`config.mk`:
```
export PLATFORM = sky130hd
export DESIGN_NAME = rv_muldiv
export DESIGN_NICKNAME = d
export VERILOG_FILES = /design/src/rtl/rv_muldiv.sv
export SDC_FILE = /design/constraint.sdc
export NUM_CORES = 1
export LEC_CHECK = 0
export CAP_MARGIN = 20
export CORE_AREA = 3 3 217 219
export CTS_CLUSTER_DIAMETER = 40
export CTS_CLUSTER_SIZE = 20
export DETAILED_ROUTE_END_ITERATION = 16
export DIE_AREA = 0 0 220 222
export PLACE_DENSITY = 0.67
export SLEW_MARGIN = 40
export SYNTH_ARGS = -nofsm -noshare
export SYNTH_HDL_FRONTEND = slang
export SYNTH_SLANG_ARGS = --single-unit
```
`constraint.sdc`:
```
create_clock -name clk -period 9.9 [get_ports clk]
set_input_delay 1.98 -clock clk [delete_from_list [all_inputs] [get_ports clk]]
set_output_delay 1.98 -clock clk [all_outputs]
set_load 0.03 [all_outputs]
```
`src/rtl/rv_muldiv.sv`:
```
// Iterative RV32M multiply/divide unit: radix-2 shift-add multiply and restoring
// divide, one bit per clock, with single-cycle handling of divide special cases.
module rv_muldiv #(
  parameter int unsigned XLEN = 32
) (
  input  logic            clk,
  input  logic            rst_n,
  input  logic            start,
  input  logic [2:0]      funct3,
  input  logic [XLEN-1:0] rs1,
  input  logic [XLEN-1:0] rs2,
  input  logic            kill,
  output logic [XLEN-1:0] rd,
  output logic            busy,
  output logic            done
);

  localparam int unsigned CW = $clog2(XLEN) + 1;
  localparam int unsigned DW = 2 * XLEN;

  typedef enum logic [1:0] {S_IDLE, S_CALC, S_FIN} state_e;

  state_e          state_q, state_d;
  logic [2:0]      op_q, op_d;
  logic [XLEN-1:0] a_q, a_d;
  logic [DW-1:0]   acc_q, acc_d;
  logic [CW-1:0]   cnt_q, cnt_d;
  logic            neg_q, neg_d;
  logic [XLEN-1:0] rd_q, rd_d;
  logic            busy_q, busy_d;
  logic            done_q, done_d;

  // Operand decode for a request presented in IDLE
  logic            is_mul_c, sgn1_c, sgn2_c, neg1_c, neg2_c, div0_c, ovf_c;
  logic [XLEN-1:0] mag1_c, mag2_c;

  assign is_mul_c = ~funct3[2];
  assign sgn1_c   = is_mul_c ? (funct3[1:0] == 2'b01 || funct3[1:0] == 2'b10) : ~funct3[0];
  assign sgn2_c   = is_mul_c ? (funct3[1:0] == 2'b01) : ~funct3[0];
  assign neg1_c   = sgn1_c & rs1[XLEN-1];
  assign neg2_c   = sgn2_c & rs2[XLEN-1];
  assign mag1_c   = neg1_c ? -rs1 : rs1;
  assign mag2_c   = neg2_c ? -rs2 : rs2;
  assign div0_c   = ~is_mul_c & (rs2 == '0);
  assign ovf_c    = ~is_mul_c & ~funct3[0] & (rs1 == {1'b1, {(XLEN-1){1'b0}}}) & (rs2 == '1);

  // One iteration: acc holds {partial product, multiplier} or {remainder, dividend/quotient}
  logic [XLEN:0]   sum_c;
  logic [XLEN:0]   rem_sh_c;
  logic [XLEN-1:0] diff_c;
  logic            ge_c;
  logic [DW-1:0]   acc_nxt_c;
  logic [DW-1:0]   prod_fin_c;
  logic [XLEN-1:0] div_val_c;
  logic [XLEN-1:0] result_c;

  always_comb begin
    sum_c      = {1'b0, acc_q[DW-1:XLEN]} + (acc_q[0] ? {1'b0, a_q} : '0);
    rem_sh_c   = acc_q[DW-1:XLEN-1];
    ge_c       = rem_sh_c >= {1'b0, a_q};
    diff_c     = rem_sh_c[XLEN-1:0] - a_q;
    acc_nxt_c  = acc_q;
    if (!op_q[2]) begin
      acc_nxt_c = {sum_c, acc_q[XLEN-1:1]};
    end else if (ge_c) begin
      acc_nxt_c = {diff_c, acc_q[XLEN-2:0], 1'b1};
    end else begin
      acc_nxt_c = {rem_sh_c[XLEN-1:0], acc_q[XLEN-2:0], 1'b0};
    end
    prod_fin_c = neg_q ? -acc_nxt_c : acc_nxt_c;
    div_val_c  = op_q[1] ? acc_nxt_c[DW-1:XLEN] : acc_nxt_c[XLEN-1:0];
    if (!op_q[2]) begin
      result_c = (op_q[1:0] == 2'b00) ? prod_fin_c[XLEN-1:0] : prod_fin_c[DW-1:XLEN];
    end else begin
      result_c = neg_q ? -div_val_c : div_val_c;
    end
  end

  // Next-state and register update logic
  always_comb begin
    state_d = state_q;
    op_d    = op_q;
    a_d     = a_q;
    acc_d   = acc_q;
    cnt_d   = cnt_q;
    neg_d   = neg_q;
    rd_d    = rd_q;
    busy_d  = 1'b0;
    done_d  = 1'b0;
    case (state_q)
      S_IDLE: begin
        if (start && !kill) begin
          op_d   = funct3;
          busy_d = 1'b1;
          if (div0_c) begin
            rd_d    = funct3[1] ? rs1 : '1;
            done_d  = 1'b1;
            state_d = S_FIN;
          end else if (ovf_c) begin
            rd_d    = funct3[1] ? '0 : {1'b1, {(XLEN-1){1'b0}}};
            done_d  = 1'b1;
            state_d = S_FIN;
          end else begin
            a_d     = is_mul_c ? mag1_c : mag2_c;
            acc_d   = {{XLEN{1'b0}}, (is_mul_c ? mag2_c : mag1_c)};
            neg_d   = (is_mul_c || !funct3[1]) ? (neg1_c ^ neg2_c) : neg1_c;
            cnt_d   = '0;
            state_d = S_CALC;
          end
        end
      end
      S_CALC: begin
        if (kill) begin
          state_d = S_IDLE;
        end else begin
          acc_d  = acc_nxt_c;
          cnt_d  = cnt_q + CW'(1);
          busy_d = 1'b1;
          if (cnt_q == CW'(XLEN - 1)) begin
            rd_d    = result_c;
            done_d  = 1'b1;
            state_d = S_FIN;
          end
        end
      end
      S_FIN: begin
        state_d = S_IDLE;
      end
      default: begin
        state_d = S_IDLE;
      end
    endcase
  end

  always_ff @(posedge clk) begin
    if (!rst_n) begin
      state_q <= S_IDLE;
      op_q    <= '0;
      a_q     <= '0;
      acc_q   <= '0;
      cnt_q   <= '0;
      neg_q   <= 1'b0;
      rd_q    <= '0;
      busy_q  <= 1'b0;
      done_q  <= 1'b0;
    end else begin
      state_q <= state_d;
      op_q    <= op_d;
      a_q     <= a_d;
      acc_q   <= acc_d;
      cnt_q   <= cnt_d;
      neg_q   <= neg_d;
      rd_q    <= rd_d;
      busy_q  <= busy_d;
      done_q  <= done_d;
    end
  end

  assign rd   = rd_q;
  assign busy = busy_q;
  assign done = done_q;

endmodule

```
==> CHANGELOG.md, run 1 <==
### Physical design

- Result of the run: finished clean
- Final setup slack of the worst path: 3.768 ns
- Antenna violations before repair: 4
- Number of synthesis warnings: 0
- Crit-path max FO: 59
- Final std cell area, no fill: 20,110 um^2
- Commonest cells in the synthesized netlist: nor2_1, nand2_1, o21ai_0
- CP max stage cell: or4_1
- Ratio of final minimum period to clock period: 61.94%
- Number of placed instances with taps included: 3,166
- Height of the chip: 222 um
- Met2 GRT Util: 49.39%
- CP Capture Type: register
- Maximum number of pins on one net before global-route repair: 108
- Seq power: 636 uW
- Most numerous logic cells after layout: nor2_1, nand2_1, o21ai_0
- Nets: 2,730
- Met1 Resource Use GR: 45.91%
- Sum of routed wire segments on met1: 35,160 um
- Quantity of I/O buffers inserted on ports: 104
- Hold bufs inserted after CTS: 0
- Top cell area share: 15.73%
- Sw Share: 40.86%
- Critical path cell sequence: clkdlybuf4s50_1 > or4_1 > or4_1 > nor3_1 > and2_1 > nand2_1 > o21a_1 > o21ai_1 > and2_2 > buf_4 > nand4_1 > a211o_1 > o211ai_1 > nor2_1
- Levels on crit path: 14
- Clock net power: 757 uW
- Final clock skew: 0.01364 ns
- Number of global-route vias before repair: 19.73k
- Clock tree buffer depth: 2
- Total length of routed wires: 84,400 um
- Final RePlAce weighted congestion: 1.151
- Number of warnings in the stage logs: 29
- Total standard cell area after synthesis: 18,070 um^2
- Diode insertion count for antenna repair: 0
- Placed cell areas: 19,420 um^2
- Yosys chip area: 18,070 um^2
- Endpoints failing setup: 0
- Delay contributed by the slowest stage of the critical path: 0.64 ns
- FP Util: 39.90%
- Fraction of synthesis flops using an asynchronous set or reset pin: 0%
- Leading cell type in the layout, fill and taps excluded: nor2_1
- Most numerous cell on the critical path: or4_1
- Met2 wirelength from detailed routing: 35,390 um
- Residual antenna-violating net count after detailed routing: 0
- Number of violations reported at the end of detailed-routing iteration 0: 2,633
- Die footprint: 48,840 um^2
- Clk root buf: clkbuf_16
- Final worst path period need: 6.132 ns
- Part of the power in registers: 27.9%
- Number of design rule violations left after detail routing: 0
- Boundary Pins: 105
- Clock-pin slew of the registers on the worst-case setup and hold paths: 0.06 ns
- H-tree level count: 4
- Sum Neg Setup Slack: 0 ns
- Pwr top: combinational logic
- Layout overhead on the synthesized area: 11.33%
- Top cells by area: dfxtp_1, nor2_1, o21ai_0
- Endpoint of the lowest-slack register-to-register path: rd[26]
- Wire length of the first global-routing pass: 124,800 um
- Final-report max-slew violation count: 0
- Combinational-cell power consumption: 888 uW
- Worst Path Required: 10.24 ns
- Global route total overflow: 0
- R2R depth: 20
- Top cell type by total area after synthesis: dfxtp_1
- Worst-case headroom to the max-slew limit: 37.10%
- Measured slew at the worst slew-check pin: 0.9391 ns
- Count of flip-flops with a built-in enable after synthesis: 0
- Net switching component of the power: 932.0 uW
- Primary flip-flop cell chosen by synthesis mapping: dfxtp_1
- Smallest hold slack: 0.4966 ns
- Tally of non-filler cells in the final layout: 3,198
- Count of vias placed by the detailed router: 21.27k
- Post-placement setup slack: 3.454 ns
- Number of buffers and inverters on the critical path: 2
- TritonCTS clock tree: yes
- Minimum setup slack among reg-to-reg paths: 3.84 ns
run 1: layout make-up:
class / instances / area [um^2]
fill: 4744 / 25170
multi-input combinational: 2208 / 14250
clock buffer: 23 / 509.2
timing repair buffer: 141 / 1315
sequential: 142 / 2850
inverter: 76 / 287.8
clock inverter: 8 / 150.1
tap: 600 / 750.7
run 1: kinds of logic after synthesis:
| family | after synthesis | synth area share, % |
|---|---|---|
| mux | 98 | 5.706 |
| simple gates | 1003 | 27.11 |
| buf+inv | 261 | 5.970 |
| compound gates | 892 | 33.46 |
| fa+ha+maj | 73 | 5.139 |
| flops | 142 | 15.73 |
| xor+xnor | 142 | 6.884 |
run 1: registers in the layout (all words and copies together) (netlist names):
signal,count
busy,1
a_q,32
op_q,3
cnt_q,6
rd,32
state_q,2
neg_q,1
done,1
acc_q,64
Figure 1. The metal 4 layer (run 1).
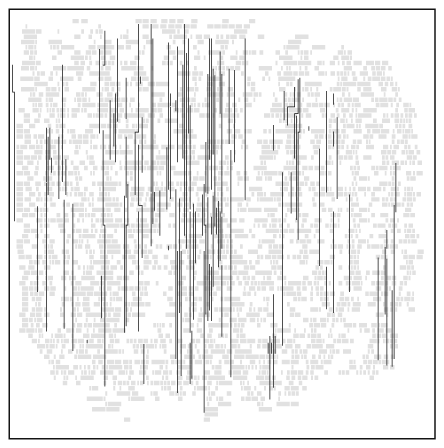
share of all routed wire	5.8%
nets with wire on the layer	94
longest straight run	118 um
main direction	vertical

Figure 2. The metal 1 layer (run 1).
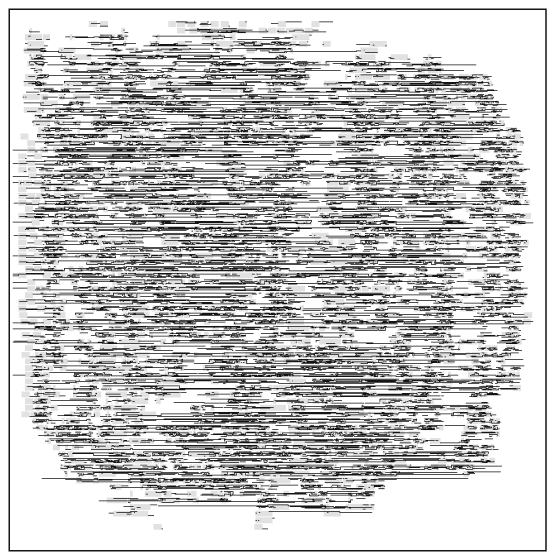
longest straight run	90.2 um
nets with wire on the layer	2,577
share of all routed wire	42%
wire length on this layer	35.2 mm
main direction	horizontal

Figure 3. Local utilization (run 1).
The bar under the picture is 50 um long. 22 x 22 tiles, from dark blue (low) to red (high), 0 to 100% covered.
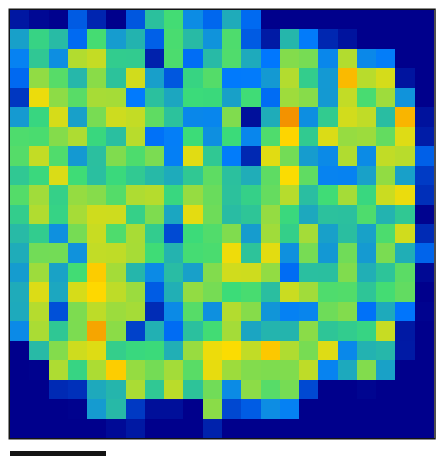
densest ninth of the die	west
mean over tiles	40%
nearly empty tiles	14%
emptiest ninth of the die	south-east
fullest tile	83%
tiles over 75% full	1.9%

Figure 4. Routing congestion (run 1).
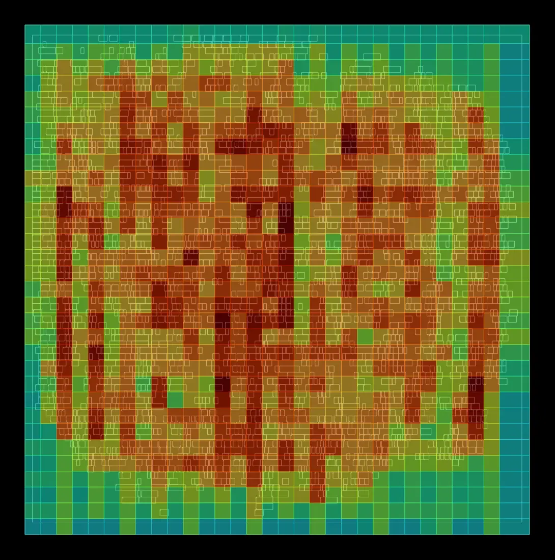
GRT Resource Usage Total: 33.51%
met3 global-route usage: 6.784%
routed wirelength normalized by instance count: 26.39 um
busiest metal layer after global routing: met2

==> run 2, diff against run 1 <==
PLACE_DENSITY = 0.69   (was 0.67)
clock period = 5.08 ns   (was 9.9 ns; I/O delays follow)
Figure 5. Met2 routing (run 2).
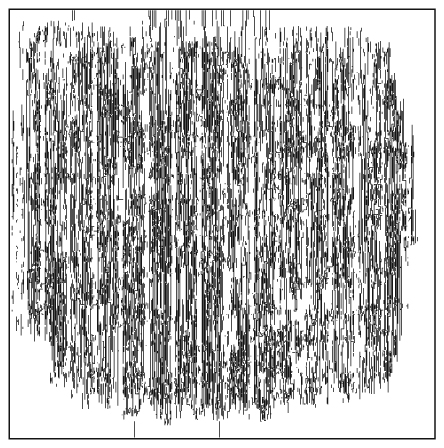
wire length on this layer	39.4 mm
main direction	vertical
longest straight run	66.3 um
share of all routed wire	43%

Figure 6. The metal 4 layer (run 2).
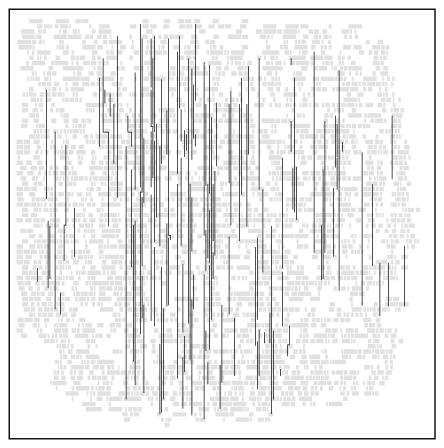
count of vias placed by the detailed router: 22.53k
total length of routed wires: 91,830 um

==> run 2 against run 1 <==
Effect of this change: via count is 5.9% higher; sequential share of layout area decreased by 1.1 points; clock skew is 0.0028 ns higher; hold slack worse by 0.021 ns; synthesized area is the same; worst setup slack worse by 3.7 ns; first-iteration DRC count increased by 5.6%; clock power grew 94%; power up 110%; critical endpoint is now rd[19]; largest cell class unchanged; largest power group unchanged.
==> CHANGELOG.md, run 2 <==
### Physical design

- Result of the run: finished clean
- Placed cell areas: 21,070 um^2
- Tally of non-filler cells in the final layout: 3,411
- FP Util: 39.90%
- Comb area leader: AND-OR/OR-AND gates
- Routed wirelength normalized by instance count: 26.92 um
- Commonest cells in the synthesized netlist: nor2_1, nand2_1, o21ai_0
- Final-report hold violation count: 0
- Levels on crit path: 18
- Top cell type by total area after synthesis: dfxtp_1
- CP max stage cell: o21ai_0
- Drt pass-1 iters: 6
- Synth Area per Inst: 6.920 um^2
- Max reg flops: 64
- Number of storage elements in the synthesis netlist: 142
- Yosys xor share: 6.884%
- Number of placed instances with taps included: 3,378
- Final setup slack of the worst path: 0.07319 ns
- Final clock skew: 0.01647 ns
- Endpoints failing setup: 0
- Primary flip-flop cell chosen by synthesis mapping: dfxtp_1
- Clk root buf: clkbuf_16
- Lkg Pwr: 0.008516 uW
- Endpoint of the lowest-slack register-to-register path: rd[19]
- Fraction of the mapped netlist area in compound gates: 33.46%
- Die footprint: 48,840 um^2
- Final std cell area, no fill: 21,850 um^2
- Clock tree buffer depth: 2
- Number of synthesis warnings: 0
- Number of distinct standard cells referenced by the synthesized netlist: 111
- Synthesized-area fraction occupied by and/or/nand/nor cells: 27.11%
- Total standard cell area after synthesis: 18,070 um^2
- Minimum setup slack among reg-to-reg paths: 0.07 ns
- Worst Path Required: 5.49 ns
- Antenna violations before repair: 4
- Busiest metal layer after global routing: met2
- Power per unit of standard cell area: 214.8 nW/um^2
- R2R depth: 18
- Yosys chip area: 18,070 um^2
- H-tree level count: 4
- TritonCTS clock tree: yes
- Cells in synth_stat.txt: 2,611
- Met1 Resource Use GR: 49.12%
- Critical path cell sequence: and2_1 > ha_1 > inv_1 > fa_1 > nor2b_1 > o211a_1 > o21a_1 > a21o_1 > a311o_1 > o211ai_1 > nor4b_4 > nand2_1 > buf_4 > o211a_1 > o21ai_0 > a221oi_1 > buf_4 > nor2_1
- Number of violations reported at the end of detailed-routing iteration 0: 2,781
- Residual antenna-violating net count after detailed routing: 0
- Smallest hold slack: 0.4758 ns
- Final worst path period need: 5.007 ns
- Nets: 2,941
- Ratio of final minimum period to clock period: 98.56%
- Final-report max-slew violation count: 0
- Delay contributed by the slowest stage of the critical path: 0.53 ns
- Number of design rule violations left after detail routing: 0
- Final RePlAce weighted congestion: 1.027
- Wire length of the first global-routing pass: 134,200 um
- Number of buffers and inverters on the critical path: 3
- Global route total overflow: 0
- Most numerous logic cells after layout: nor2_1, buf_4, nand2_1
- Number of warnings in the stage logs: 27
- Top cell area share: 15.73%
- Synth Net Count: 2,755
- Height of the chip: 222 um
- Register with the most flip-flops: acc_q
- Sum Neg Setup Slack: 0 ns
- Top cells by area: dfxtp_1, nor2_1, o21ai_0
- Worst-case headroom to the max-slew limit: 35.41%
- Quantity of I/O buffers inserted on ports: 104
- Share of cell area taken by muxes after synthesis: 5.706%
- Met2 wirelength from detailed routing: 39,360 um
- Number of global-route vias before repair: 20.63k
- Post-placement setup slack: 0.1065 ns
- Count of flip-flops with a built-in enable after synthesis: 0
- Hold bufs inserted after CTS: 0
- Met3 global-route usage: 6.770%
- Leading cell type in the layout, fill and taps excluded: nor2_1
- Sum of routed wire segments on met1: 38,130 um
- Row Count: 78
- Maximum number of pins on one net before global-route repair: 76
- Layout overhead on the synthesized area: 20.93%
- Share of synthesized cell area in full adder, half adder and majority cells: 5.139%
- CP Capture Type: register
- Clock-pin slew of the registers on the worst-case setup and hold paths: 0.07 ns
- Via/cell ratio: 6.605
- GRT Resource Usage Total: 36.34%
- Fraction of synthesis flops using an asynchronous set or reset pin: 0%
- Met2 GRT Util: 54.72%
- Boundary Pins: 105
- Crit-path max FO: 7
- Measured slew at the worst slew-check pin: 0.9588 ns
## run 2: cell counts after synthesis
No cell type changed its count.
## run 2: cell type report
type | count | area (um^2)
sequential | 142 | 2850
clock buffer | 18 | 439.2
clock inverter | 14 | 206.4
antenna | 1 | 2.502
multi-input combinational | 2208 | 14330
timing repair buffer | 352 | 2985
tap | 600 | 750.7
fill | 4627 | 23440
inverter | 76 | 286.5
## run 2: power breakdown
part | internal (uW) | switching (uW)
Combinational | 731 | 1280
Clock | 846 | 619
Sequential | 1150 | 66.2
Total | 2730 | 1960
## run 2: logic make-up after synthesis
| kind of cell | count (synthesis) |
|---|---|
| xor+xnor | 142 |
| compound gates | 892 |
| flops | 142 |
| mux | 98 |
| buf+inv | 261 |
| simple gates | 1003 |
| fa+ha+maj | 73 |
Power and IR drop assume default switching activity.
